### src/rtl/mem_arb_pkg.sv
`default_nettype none
// +----------------------------------------------------------------------+
// | Module  : mem_arb_pkg                                                 |
// | Brief   : Shared types for the fetch/data memory arbiter              |
// | Revision: 1.0 - initial release                                       |
// +----------------------------------------------------------------------+
package mem_arb_pkg;

   // Arbiter FSM states
   typedef enum logic [1:0] {
      ST_IDLE = 2'd0,
      ST_BUSY = 2'd1,
      ST_RESP = 2'd2
   } state_e;

   // Owner of the transaction currently on the memory port
   typedef enum logic {
      OWN_I = 1'b0,
      OWN_D = 1'b1
   } owner_e;

endpackage
`default_nettype wire

### src/rtl/mem_arb_pick.sv
`default_nettype none
// +----------------------------------------------------------------------+
// | Module  : mem_arb_pick                                                |
// | Brief   : Data-first priority pick with a saturating starvation       |
// |           counter that forces a fetch grant after STARVE_MAX data     |
// |           grants made while fetch was waiting                         |
// | Revision: 1.0 - initial release                                       |
// +----------------------------------------------------------------------+
module mem_arb_pick
   import mem_arb_pkg::*;
#(
   parameter int STARVE_MAX = 4
) (
   input  logic   clk,
   input  logic   rst,
   input  logic   i_req,
   input  logic   d_req,
   input  logic   idle,
   input  logic   grant,
   input  owner_e owner,
   output logic   grant_i,
   output logic   grant_d
);

   localparam int            CW    = (STARVE_MAX < 2) ? 1 : $clog2(STARVE_MAX + 1);
   localparam logic [CW-1:0] C_MAX = CW'(STARVE_MAX);

   logic [CW-1:0] starve_q;
   logic [CW-1:0] starve_d;
   logic          w_force_fetch;

   // Priority pick: data wins ties unless fetch has been starved long enough
   always_comb begin
      w_force_fetch = (starve_q == C_MAX);
      grant_i       = i_req & (~d_req | w_force_fetch);
      grant_d       = d_req & ~grant_i;
   end

   // Starvation counter next value: counts data grants while fetch waits
   always_comb begin
      starve_d = starve_q;
      if (grant && (owner == OWN_I)) begin
         starve_d = '0;
      end else if (grant && (owner == OWN_D) && i_req) begin
         if (starve_q != C_MAX) begin
            starve_d = starve_q + CW'(1);
         end
      end else if (idle && !i_req) begin
         starve_d = '0;
      end
   end

   // Starvation counter register
   always_ff @(posedge clk) begin
      if (rst) begin
         starve_q <= '0;
      end else begin
         starve_q <= starve_d;
      end
   end

endmodule
`default_nettype wire

### src/rtl/mem_arbiter.sv
`default_nettype none
// +----------------------------------------------------------------------+
// | Module  : mem_arbiter                                                 |
// | Brief   : Shares one 64-bit memory port between instruction fetch and |
// |           load/store. One transaction at a time, data priority with   |
// |           starvation guard, programmable timeout abort.               |
// | Revision: 1.0 - initial release                                       |
// +----------------------------------------------------------------------+
module mem_arbiter
   import mem_arb_pkg::*;
#(
   parameter int ADDR_W     = 64,
   parameter int DATA_W     = 64,
   parameter int STARVE_MAX = 4,
   parameter int TIMEOUT    = 256
) (
   input  logic                clk,
   input  logic                rst,
   // fetch requester
   input  logic                i_req,
   input  logic [ADDR_W-1:0]   i_addr,
   output logic [DATA_W-1:0]   i_rdata,
   output logic                i_valid,
   output logic                i_err,
   // data requester
   input  logic                d_req,
   input  logic                d_we,
   input  logic [ADDR_W-1:0]   d_addr,
   input  logic [DATA_W-1:0]   d_wdata,
   input  logic [DATA_W/8-1:0] d_be,
   output logic [DATA_W-1:0]   d_rdata,
   output logic                d_valid,
   output logic                d_err,
   // memory port
   output logic                mem_req,
   output logic                mem_we,
   output logic [ADDR_W-1:0]   mem_addr,
   output logic [DATA_W-1:0]   mem_wdata,
   output logic [DATA_W/8-1:0] mem_be,
   input  logic                mem_ack,
   input  logic [DATA_W-1:0]   mem_rdata
);

   localparam int            BW       = DATA_W / 8;
   localparam int            TW       = (TIMEOUT < 2) ? 1 : $clog2(TIMEOUT);
   localparam bit            C_TMO_EN = (TIMEOUT != 0);
   localparam logic [TW-1:0] C_TMO_LAST = TW'((TIMEOUT == 0) ? 0 : TIMEOUT - 1);

   state_e              state_q,     state_d;
   owner_e              owner_q,     owner_d;
   logic [TW-1:0]       tmo_q,       tmo_d;
   logic                mem_req_q,   mem_req_d;
   logic                mem_we_q,    mem_we_d;
   logic [ADDR_W-1:0]   mem_addr_q,  mem_addr_d;
   logic [DATA_W-1:0]   mem_wdata_q, mem_wdata_d;
   logic [BW-1:0]       mem_be_q,    mem_be_d;
   logic [DATA_W-1:0]   i_rdata_q,   i_rdata_d;
   logic                i_valid_q,   i_valid_d;
   logic                i_err_q,     i_err_d;
   logic [DATA_W-1:0]   d_rdata_q,   d_rdata_d;
   logic                d_valid_q,   d_valid_d;
   logic                d_err_q,     d_err_d;

   logic                w_grant_i;
   logic                w_grant_d;
   logic                w_idle;
   logic                w_grant;
   owner_e              w_pick_owner;
   logic                w_tmo_hit;

   // Grant strobe and winner fed back so the starvation counter can track it
   always_comb begin
      w_idle       = (state_q == ST_IDLE);
      w_grant      = w_idle & (w_grant_i | w_grant_d);
      w_pick_owner = w_grant_d ? OWN_D : OWN_I;
      w_tmo_hit    = C_TMO_EN && (tmo_q == C_TMO_LAST);
   end

   mem_arb_pick #(
      .STARVE_MAX (STARVE_MAX)
   ) u_pick (
      .clk     (clk),
      .rst     (rst),
      .i_req   (i_req),
      .d_req   (d_req),
      .idle    (w_idle),
      .grant   (w_grant),
      .owner   (w_pick_owner),
      .grant_i (w_grant_i),
      .grant_d (w_grant_d)
   );

   // FSM next state plus datapath and response register next values
   always_comb begin
      state_d     = state_q;
      owner_d     = owner_q;
      tmo_d       = '0;
      mem_req_d   = mem_req_q;
      mem_we_d    = mem_we_q;
      mem_addr_d  = mem_addr_q;
      mem_wdata_d = mem_wdata_q;
      mem_be_d    = mem_be_q;
      i_rdata_d   = i_rdata_q;
      d_rdata_d   = d_rdata_q;
      i_valid_d   = 1'b0;
      i_err_d     = 1'b0;
      d_valid_d   = 1'b0;
      d_err_d     = 1'b0;

      case (state_q)
         ST_IDLE: begin
            if (w_grant_d) begin
               state_d     = ST_BUSY;
               owner_d     = OWN_D;
               mem_req_d   = 1'b1;
               mem_we_d    = d_we;
               mem_addr_d  = d_addr;
               mem_wdata_d = d_wdata;
               mem_be_d    = d_be;
            end else if (w_grant_i) begin
               state_d     = ST_BUSY;
               owner_d     = OWN_I;
               mem_req_d   = 1'b1;
               mem_we_d    = 1'b0;
               mem_addr_d  = i_addr;
               mem_wdata_d = '0;
               mem_be_d    = '1;
            end
         end

         ST_BUSY: begin
            tmo_d = tmo_q + TW'(1);
            // An ack in the timeout cycle is still a normal completion
            if (mem_ack) begin
               state_d   = ST_RESP;
               mem_req_d = 1'b0;
               if (owner_q == OWN_D) begin
                  d_valid_d = 1'b1;
                  d_rdata_d = mem_we_q ? '0 : mem_rdata;
               end else begin
                  i_valid_d = 1'b1;
                  i_rdata_d = mem_rdata;
               end
            end else if (w_tmo_hit) begin
               state_d   = ST_RESP;
               mem_req_d = 1'b0;
               if (owner_q == OWN_D) begin
                  d_valid_d = 1'b1;
                  d_err_d   = 1'b1;
                  d_rdata_d = '0;
               end else begin
                  i_valid_d = 1'b1;
                  i_err_d   = 1'b1;
                  i_rdata_d = '0;
               end
            end
         end

         ST_RESP: begin
            state_d = ST_IDLE;
         end

         default: begin
            state_d   = ST_IDLE;
            mem_req_d = 1'b0;
         end
      endcase
   end

   // State, datapath and output registers
   always_ff @(posedge clk) begin
      if (rst) begin
         state_q     <= ST_IDLE;
         owner_q     <= OWN_I;
         tmo_q       <= '0;
         mem_req_q   <= 1'b0;
         mem_we_q    <= 1'b0;
         mem_addr_q  <= '0;
         mem_wdata_q <= '0;
         mem_be_q    <= '0;
         i_rdata_q   <= '0;
         i_valid_q   <= 1'b0;
         i_err_q     <= 1'b0;
         d_rdata_q   <= '0;
         d_valid_q   <= 1'b0;
         d_err_q     <= 1'b0;
      end else begin
         state_q     <= state_d;
         owner_q     <= owner_d;
         tmo_q       <= tmo_d;
         mem_req_q   <= mem_req_d;
         mem_we_q    <= mem_we_d;
         mem_addr_q  <= mem_addr_d;
         mem_wdata_q <= mem_wdata_d;
         mem_be_q    <= mem_be_d;
         i_rdata_q   <= i_rdata_d;
         i_valid_q   <= i_valid_d;
         i_err_q     <= i_err_d;
         d_rdata_q   <= d_rdata_d;
         d_valid_q   <= d_valid_d;
         d_err_q     <= d_err_d;
      end
   end

   assign mem_req   = mem_req_q;
   assign mem_we    = mem_we_q;
   assign mem_addr  = mem_addr_q;
   assign mem_wdata = mem_wdata_q;
   assign mem_be    = mem_be_q;
   assign i_rdata   = i_rdata_q;
   assign i_valid   = i_valid_q;
   assign i_err     = i_err_q;
   assign d_rdata   = d_rdata_q;
   assign d_valid   = d_valid_q;
   assign d_err     = d_err_q;

endmodule
`default_nettype wire

### config.mk
export PLATFORM = sky130hd
export DESIGN_NAME = mem_arbiter
export DESIGN_NICKNAME = d
export VERILOG_FILES = /design/src/rtl/mem_arb_pkg.sv /design/src/rtl/mem_arb_pick.sv /design/src/rtl/mem_arbiter.sv
export SDC_FILE = /design/constraint.sdc
export NUM_CORES = 1
export LEC_CHECK = 0
export CORE_AREA = 2 2 212 214
export CTS_BUF_LIST = sky130_fd_sc_hd__clkbuf_4 sky130_fd_sc_hd__clkbuf_8 sky130_fd_sc_hd__clkbuf_16
export DETAILED_ROUTE_END_ITERATION = 7
export DIE_AREA = 0 0 214 216
export PLACE_DENSITY = 0.63
export SETUP_SLACK_MARGIN = 0.5
export SKIP_CTS_REPAIR_TIMING = 1
export SLEW_MARGIN = 20
export SYNTH_ARGS = -nofsm -noshare
export SYNTH_HDL_FRONTEND = slang
export SYNTH_SLANG_ARGS = --single-unit
### constraint.sdc
create_clock -name clk -period 2.5 [get_ports clk]
set_input_delay 0.5 -clock clk [delete_from_list [all_inputs] [get_ports clk]]
set_output_delay 0.5 -clock clk [all_outputs]
set_load 0.1 [all_outputs]
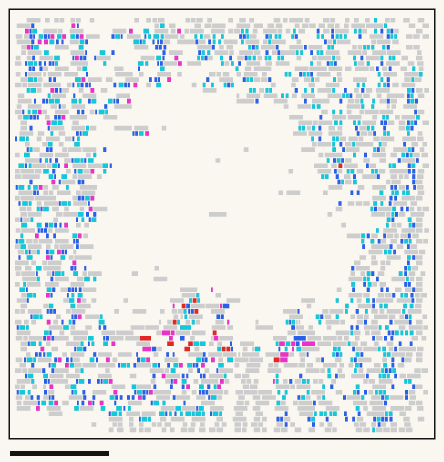
(gate families picked out)
The bar under the picture is 50 um long.
legend:
  nor cells:
    colour: magenta
    cells: 79
    most_used: nor2b_1
  and/or cells:
    colour: red
    cells: 13
    most_used: or3_1
    where: south
  aoi and oai cells:
    colour: cyan
    cells: 468
    most_used: a21oi_1
    where: widely spread
  nand cells:
    colour: blue
    cells: 463
    most_used: nand3_1
    where: widely spread
fin cells: 2581
most frequent logic cell in the layout: nand3_1
logic share of the area: 30.88%

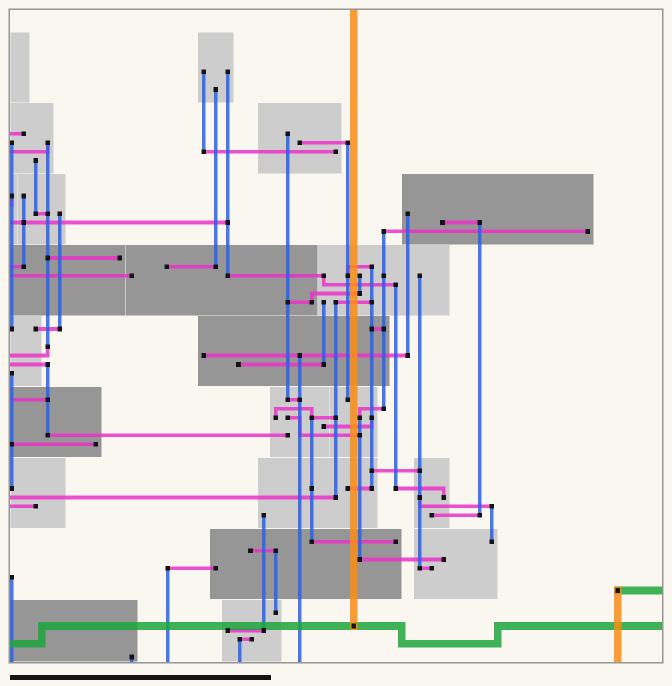
(a small window of the routed layout)
The bar under the picture is 10 um long. Window x 94 to 119, y 52 to 77 um. Cells in grey, sequential cells in the stronger grey; small squares are vias.
legend:
  metal 1:
    colour: magenta
  metal 2:
    colour: blue
  metal 4:
    colour: orange
  metal 3:
    colour: green
cells with their middle in the window: 20
sequential cells in the window: 6
most frequent: dfxtp_1 (6), nor2_1 (3)
netlist names of flops here include: tmo_q (5), d_rdata (1)

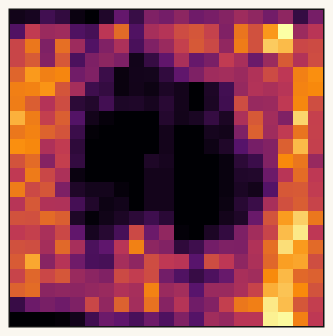
(signal metal coverage by tile)
The die is cut into 21 by 22 equal tiles; black is low, pale yellow is high, scaled to the fullest tile. Values are wire area over tile area, all layers added.
tiles over half the peak: 34%
emptiest ninth of the die: centre
fullest tile: 0.54
nearly empty tiles: 12%
densest ninth of the die: south-east
mean over tiles: 0.20
Vias: 13790
wire length per cell: 20.94 um

==> results.yml <==
# implementation run metrics
outcome:
  status: "finished clean"
hold_path:
  hp-class: "in -> reg"
  min-delay-start: "rst"
yosys:
  yosys-stat-area_um2: 12160
  syn_nets: 1774
  yosysMostFrequentCell: "nand3_1"
  ys_warn_count: 0
  xor_share_pct: 0.2161
  synth_flops: 284
  yosys.stat.seqShare_pct: 46.77
  synthArstFlopShare_pct: 0
  ff_type: "dfxtp_1"
  synth_area_leader_cell: "dfxtp_1"
  top_cells_by_count: "323 x nand3_1, 284 x dfxtp_1, 136 x a21oi_1, 134 x nand2_1, 132 x o21ai_0"
  synthMuxAreaShare_pct: 0
  adder_share_pct: 0.3088
  synthAoiAreaFrac_pct: 24.20
  top_area_share_pct: 46.77
  synth-edff-count: 0
floorplan:
  die-area_um2: 46220
  core_um2: 43840
  initCoreUtil_pct: 27.73
  io_pins: 540
  num_rows: 77
  die_w_um: 214
  die_h_um: 216
power_and_ir_drop:
  power_frac_comb_pct: 29.5
  p_sw_uw: 5329
  seqPwrFrac_pct: 34.5
  p_seq_uw: 4980
  p_clk_uw: 5200
cts:
  cts_buffers: 35
  cts_tree: "built"
setup_path:
  critPathSlowestCell: "o21ai_4"
  critPathBufInv: 1
  worst_path_largest_cell_delay_ns: 0.57
  cp.depth: 5
  startpoint: "tmo_q[0]"
  cp-end-kind: "flop"
  crit_chain: "ha_1 > nand3_2 > o21ai_4 > buf_12 > a311oi_1"
  worstPathRequired_ns: 2.88
  critPathMaxFanout: 25
  regToRegEndpoint: "i_rdata[11]"
  start_kind: "flop"
timing:
  max_freq_mhz: 534.3
  setup_ws_ns: 0.6286
global_route:
  grt_pass1_wl_mm: 81.83
  grt_overflow: 0
  grt_max_degree: 100
  grt_pass1_vias: 13320
  busiest_layer: "met2"
  antenna_found_initial: 1
  use_met2_pct: 36.00
drt:
  wl_met2_mm: 25.36
  wl_met1_mm: 21.66
  first_iter_violations: 1219
  wl_met3_mm: 5.191
  routed_wl_mm: 54.04
  firstDrtPassIters: 5
  vias_per_cell: 5.344
placed_design:
  dp_slack_ns: 0.2625
  dp_cells: 2516
  gp_congestion: 0.9294
  portBuffers: 539
final_layout:
  nNetsFinal: 2235
  drive_gt1_share_pct: 20.88
  mostFrequentLayoutCells: "321 x nand3_1, 309 x buf_4, 283 x dfxtp_1"
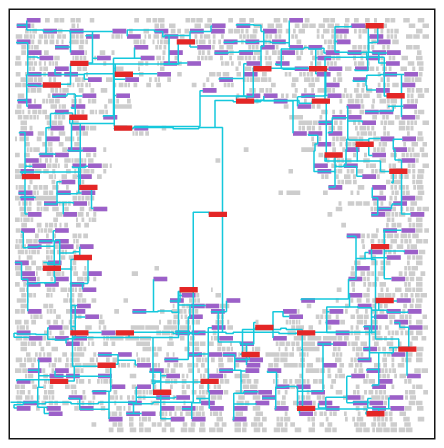
(clock network drawn from the DEF)
legend:
  clock wires:
    colour: cyan
    length: 4400 um
  flip-flops:
    colour: purple
    count: 284
  clock drivers:
    colour: red
    count: 35
flops lie: widely spread
routed clock nets: 36
clock power share: 36.0%
skew final: 0.01382 ns
worst-skew pair later-pin latency: 0.53 ns

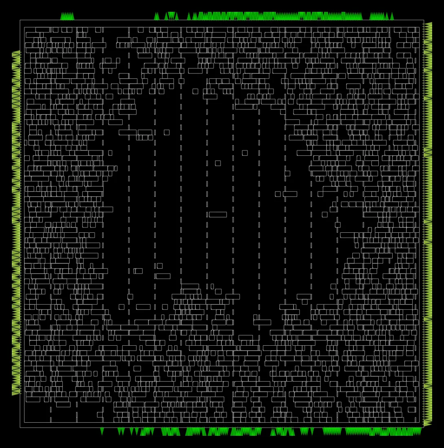
(cell outlines without signal wires)
flop share of the area: 30.21%
registers: 284
fin util: 42.95%

[per-stage QoR]
stage                     instance area, um2  power (uW)
final                                  18830       14440
after global routing                   18820       14920
after CTS                              18820       14550
after detailed placement               17640        9301
after global placement                 17640        9272
after floorplan                        12160        7907
[cell type report]
class | instances | area [um2]
multi-input combinational | 1038 | 5814
timing repair buffer | 596 | 5376
clock inverter | 8 | 68.82
sequential | 284 | 5687
fill | 4348 | 25010
tap | 592 | 740.7
clock buffer | 55 | 1111
inverter | 7 | 26.28
antenna | 1 | 2.502
[state kept, by name, indices dropped and copies added (netlist names), 2 cells and up]
name / cells
i_rdata: 64
u_pick.starve_q: 3
mem_wdata: 64
state_q: 2
tmo_q: 8
mem_addr: 64
mem_be: 8
d_rdata: 64
Power is estimated from default activity; no workload was simulated.
